**Floorplan with the power grid**

The bar under the picture is 20 microns long. Pins as bars on the die edge. Tap cells in gray.
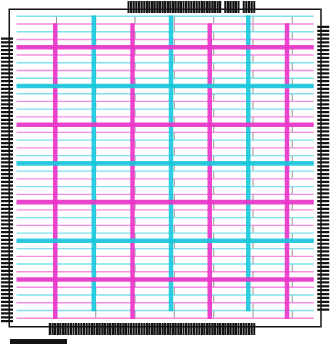
**Cell classes on the final placement**

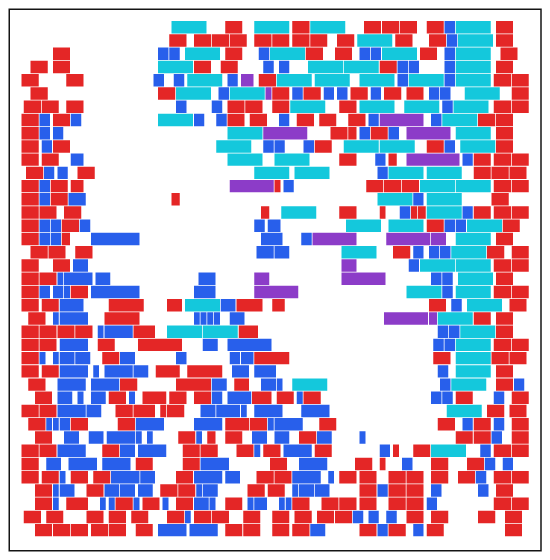
**Routed clock nets over the placement**

The bar under the picture is 20 microns long.
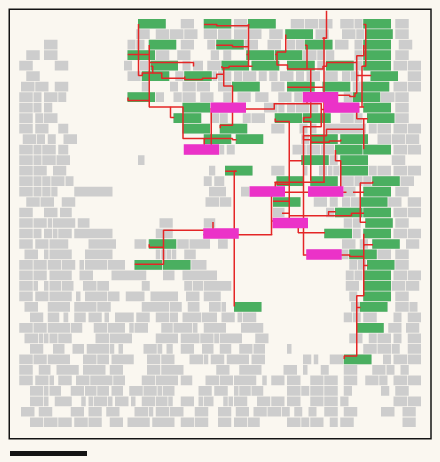
**Wiring by layer**

The bar under the picture is 20 microns long. Two of the layers only.
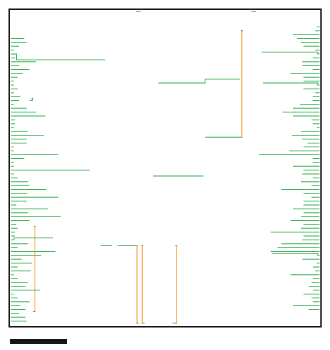
[config.mk]
export PLATFORM = sky130hd
export DESIGN_NAME = mem_arbiter
export DESIGN_NICKNAME = d
export VERILOG_FILES = /design/src/rtl/mem_pkg.sv /design/src/rtl/mem_align_chk.sv /design/src/rtl/mem_arbiter.sv
export SDC_FILE = /design/constraint.sdc
export NUM_CORES = 1
export LEC_CHECK = 0
export CAP_MARGIN = 20
export CORE_AREA = 2 2 107 109
export CTS_CLUSTER_SIZE = 30
export DETAILED_ROUTE_END_ITERATION = 10
export DIE_AREA = 0 0 109 111
export GPL_TIMING_DRIVEN = 0
export PLACE_DENSITY = 0.89
export SLEW_MARGIN = 15
export SYNTH_ARGS = -nofsm -noshare
export SYNTH_HDL_FRONTEND = slang
export SYNTH_HIERARCHICAL = 1
export SYNTH_SLANG_ARGS = --single-unit
[constraint.sdc]
create_clock -name clk -period 5.36 [get_ports clk]
set_input_delay 1.34 -clock clk [delete_from_list [all_inputs] [get_ports clk]]
set_output_delay 1.34 -clock clk [all_outputs]
set_load 0.01 [all_outputs]
[src/rtl/mem_pkg.sv]
// Shared definitions for the mock-memory port: funct3 encodings, arbiter winner
// encoding and the access legality rule used by the arbiter, memory and LSU.
package mem_pkg;

  localparam logic [2:0] F3_B  = 3'b000;
  localparam logic [2:0] F3_H  = 3'b001;
  localparam logic [2:0] F3_W  = 3'b010;
  localparam logic [2:0] F3_BU = 3'b100;
  localparam logic [2:0] F3_HU = 3'b101;

  typedef enum logic [1:0] {
    GNT_NONE = 2'd0,
    GNT_IF   = 2'd1,
    GNT_LS   = 2'd2
  } gnt_e;

  // Unsigned variants exist only for loads; halves and words must be naturally aligned.
  function automatic logic is_legal(input logic [31:0] addr,
                                    input logic [2:0]  sel,
                                    input logic        wen);
    logic ok_sel;
    logic ok_align;
    ok_sel   = 1'b0;
    ok_align = 1'b0;
    case (sel)
      F3_B:  begin ok_sel = 1'b1; ok_align = 1'b1;              end
      F3_H:  begin ok_sel = 1'b1; ok_align = ~addr[0];          end
      F3_W:  begin ok_sel = 1'b1; ok_align = (addr[1:0] == 2'b00); end
      F3_BU: begin ok_sel = ~wen; ok_align = 1'b1;              end
      F3_HU: begin ok_sel = ~wen; ok_align = ~addr[0];          end
      default: begin ok_sel = 1'b0; ok_align = 1'b0;            end
    endcase
    return ok_sel & ok_align;
  endfunction

endpackage

[src/rtl/mem_align_chk.sv]
// Combinational legality check of the request selected by the arbiter.
module mem_align_chk
  import mem_pkg::*;
(
  input  logic [31:0] addr_i,
  input  logic [2:0]  sel_i,
  input  logic        wen_i,
  output logic        legal_o
);

  assign legal_o = is_legal(addr_i, sel_i, wen_i);

endmodule

[src/rtl/mem_arbiter.sv]
// Shares the single mock-memory port between instruction fetch and load/store.
// LS has priority; IF takes priority after STARVE_MAX consecutive denials.
module mem_arbiter
  import mem_pkg::*;
#(
  parameter int STARVE_MAX = 4
) (
  input  logic        clk,
  input  logic        rst,

  input  logic        if_req,
  input  logic [31:0] if_addr,
  output logic        if_gnt,
  output logic        if_rvalid,
  output logic [31:0] if_rdata,
  output logic        if_err,

  input  logic        ls_req,
  input  logic [31:0] ls_addr,
  input  logic [2:0]  ls_sel,
  input  logic        ls_wen,
  input  logic [31:0] ls_wdata,
  output logic        ls_gnt,
  output logic        ls_rvalid,
  output logic [31:0] ls_rdata,
  output logic        ls_err,

  output logic [31:0] mem_addr,
  output logic [2:0]  mem_sel,
  output logic        mem_wen,
  output logic [31:0] mem_wdata,
  input  logic [31:0] mem_rdata
);

  localparam int             CW         = $clog2(STARVE_MAX + 1);
  localparam logic [CW-1:0]  STARVE_LIM = CW'(STARVE_MAX);

  logic [CW-1:0] starve_q, starve_d;
  logic          if_rvalid_q, if_rvalid_d;
  logic          if_err_q, if_err_d;
  logic [31:0]   if_rdata_q, if_rdata_d;
  logic          ls_rvalid_q, ls_rvalid_d;
  logic          ls_err_q, ls_err_d;
  logic [31:0]   ls_rdata_q, ls_rdata_d;

  gnt_e          win;
  logic [31:0]   req_addr;
  logic [2:0]    req_sel;
  logic          req_wen;
  logic [31:0]   req_wdata;
  logic          req_legal;

  // No grants while in reset, so an access arriving with rst is simply dropped.
  always_comb begin
    win = GNT_NONE;
    if (!rst) begin
      if ((starve_q >= STARVE_LIM) && if_req) win = GNT_IF;
      else if (ls_req)                        win = GNT_LS;
      else if (if_req)                        win = GNT_IF;
    end
  end

  always_comb begin
    req_addr  = 32'd0;
    req_sel   = F3_W;
    req_wen   = 1'b0;
    req_wdata = 32'd0;
    case (win)
      GNT_IF: req_addr = if_addr;
      GNT_LS: begin
        req_addr  = ls_addr;
        req_sel   = ls_sel;
        req_wen   = ls_wen;
        req_wdata = ls_wdata;
      end
      default: ;
    endcase
  end

  mem_align_chk u_align_chk (
    .addr_i  (req_addr),
    .sel_i   (req_sel),
    .wen_i   (req_wen),
    .legal_o (req_legal)
  );

  assign if_gnt    = (win == GNT_IF);
  assign ls_gnt    = (win == GNT_LS);
  assign mem_addr  = req_addr;
  assign mem_sel   = req_sel;
  assign mem_wdata = req_wdata;
  assign mem_wen   = ls_gnt & req_legal & req_wen;

  always_comb begin
    if_rvalid_d = if_gnt;
    if_err_d    = if_gnt & ~req_legal;
    if_rdata_d  = (if_gnt & req_legal) ? mem_rdata : 32'd0;
    ls_rvalid_d = ls_gnt;
    ls_err_d    = ls_gnt & ~req_legal;
    ls_rdata_d  = (ls_gnt & req_legal & ~ls_wen) ? mem_rdata : 32'd0;

    starve_d = starve_q;
    if (!if_req || if_gnt)          starve_d = '0;
    else if (starve_q < STARVE_LIM) starve_d = starve_q + 1'b1;
  end

  always_ff @(posedge clk) begin
    if (rst) begin
      starve_q    <= '0;
      if_rvalid_q <= 1'b0;
      if_err_q    <= 1'b0;
      if_rdata_q  <= 32'd0;
      ls_rvalid_q <= 1'b0;
      ls_err_q    <= 1'b0;
      ls_rdata_q  <= 32'd0;
    end else begin
      starve_q    <= starve_d;
      if_rvalid_q <= if_rvalid_d;
      if_err_q    <= if_err_d;
      if_rdata_q  <= if_rdata_d;
      ls_rvalid_q <= ls_rvalid_d;
      ls_err_q    <= ls_err_d;
      ls_rdata_q  <= ls_rdata_d;
    end
  end

  assign if_rvalid = if_rvalid_q;
  assign if_err    = if_err_q;
  assign if_rdata  = if_rdata_q;
  assign ls_rvalid = ls_rvalid_q;
  assign ls_err    = ls_err_q;
  assign ls_rdata  = ls_rdata_q;

endmodule

==> results.yml <==
# implementation run metrics
critical_path:
  critPathLaunchType: "primary input"
  worstPathArrival_ns: 3.90
  r2r_end: "if_rdata[2]"
  crit_type: "in2out"
  r2r_start: "starve_q[2]"
  path_cells: "dlygate4sd2_1, and2_4, buf_8, buf_12, or2_4, ha_4, buf_1, or2b_2, o32ai_2, clkdlybuf4s50_1"
clock_network:
  cts_tree: "yes"
  postCtsHoldBufs: 0
  clk_pin_slew_worst_paths_ns: 0.05
  clk_path_buf_depth: 2
  root_buffer: "clkbuf_16"
detailed_routing:
  post_drt_wl_per_cell_microns: 14.72
  final_antenna_net_count: 0
  wl_met1_mm: 3.891
  drt_iter0_drc: 72
  route.met2.wl_mm: 6.063
logic_synthesis:
  synth_area_sq_um: 3353
  synthCells: 318
  syn_area_per_cell_sq_um: 10.54
  ys.flops: 71
  yosys_warnings: 6
  ff_type: "dfxtp_1"
  netlist_top_cells_count: "and2_1 (99), dfxtp_1 (71), inv_1 (31), o32ai_2 (26), or2b_2 (23)"
  top_cell: "and2_1"
  synth-async-reset-ratio_pct: 0
floorplanning:
  tap_cells: 143
  ioPinCount: 274
  rows: 39
  fp_util_pct: 30.27
layout:
  lay_top_cells: "clkdlybuf4s50_1 (266), and2_1 (98), dfxtp_1 (71)"
  largest_class: "buffers"
  flop_area_sq_um: 1421
  signal_buffers: 298
  seq_cells: 71
  buffer_area_share_pct: 44.89
  diodes: 1
  fin_util_pct: 60.22
  synthToLayoutAreaGrowth_pct: 98.92
place:
  dp.cells: 734
  hpwl_mm: 9.039
  place.gp.congestion: 0.8188
  io_buffers: 273
global_route:
  grt_pass1_vias: 3417
  gr-usage-all-layers_pct: 17.68
  grt_max_degree: 14
  overflow: 0
  grtUsageMet3_pct: 5.115
  use_met2_pct: 34.37
  antenna_found_initial: 1
  top_usage_layer: "met2"
  grt_use_met1_pct: 17.32
status:
  status: "completed"
pwr:
  power_mw: 1.389
  power.density_nw_per_um2: 208.3
  switching_share_pct: 22.40
  comb_power_share_pct: 19.4
timing:
  grt_setup_unrepaired: "no"
  finalCriticalPeriod_ns: 5.244
  slew_violations: 0
  finalHoldWorstSlack_ns: 0.5250
  setup_viol: 0
min_path:
  hold_start: "starve_q[1]"
About 'floorplan with the power grid':
net	color
VSS	magenta
VDD	cyan
signal pins	274
met5 straps	7
Die Height: 111 microns
Core Area: 11080 sq um
Max IR drop VDD: 0.1751 mV

About 'cell classes on the final placement':
class	color	cells	share of their area
combinational and other logic	blue	223	27%
other buffers and delay cells	red	298	46%
flops	cyan	71	22%
clock drivers and dummy loads	purple	16	4.6%

About 'routed clock nets over the placement':
[clock drivers] magenta | count: 9
[flip-flops] green | count: 71
[clock wires] red | length: 791 microns
routed clock nets	10
Clock Power Share: 41.8%
Clk. pwr: 0.580 mW

About 'wiring by layer':
layer	color	wire length
metal 3	green	967 microns
metal 4	orange	149 microns

==> tightest hold or removal path, stage by stage (launching register included) <==
cell     delay (ns)
dfxtp_1        0.33
mux2i_1        0.08
nor2_1         0.08
==> logic make-up (layout without fill, tap and decap cells) <==
group,after synthesis,count (layout),share of synthesized area [%]
XOR/XNOR,1,1,0.2612
AND-OR/OR-AND,34,34,14.70
multiplexers,1,1,0.2985
flip-flops,71,71,42.39
buffers and inverters,55,345,10.41
other,0,1,0
adder cells (fa/ha/maj),3,3,1.120
AND/OR/NAND/NOR,153,153,30.82
==> registers in the layout (all words and copies together), names as in the netlist <==
name and count:
if_err 1, if_rdata 32, if_rvalid 1, ls_err 1
ls_rdata 32, ls_rvalid 1, starve_q 3
No activity file was given, so power comes from the tool's default toggle rates.
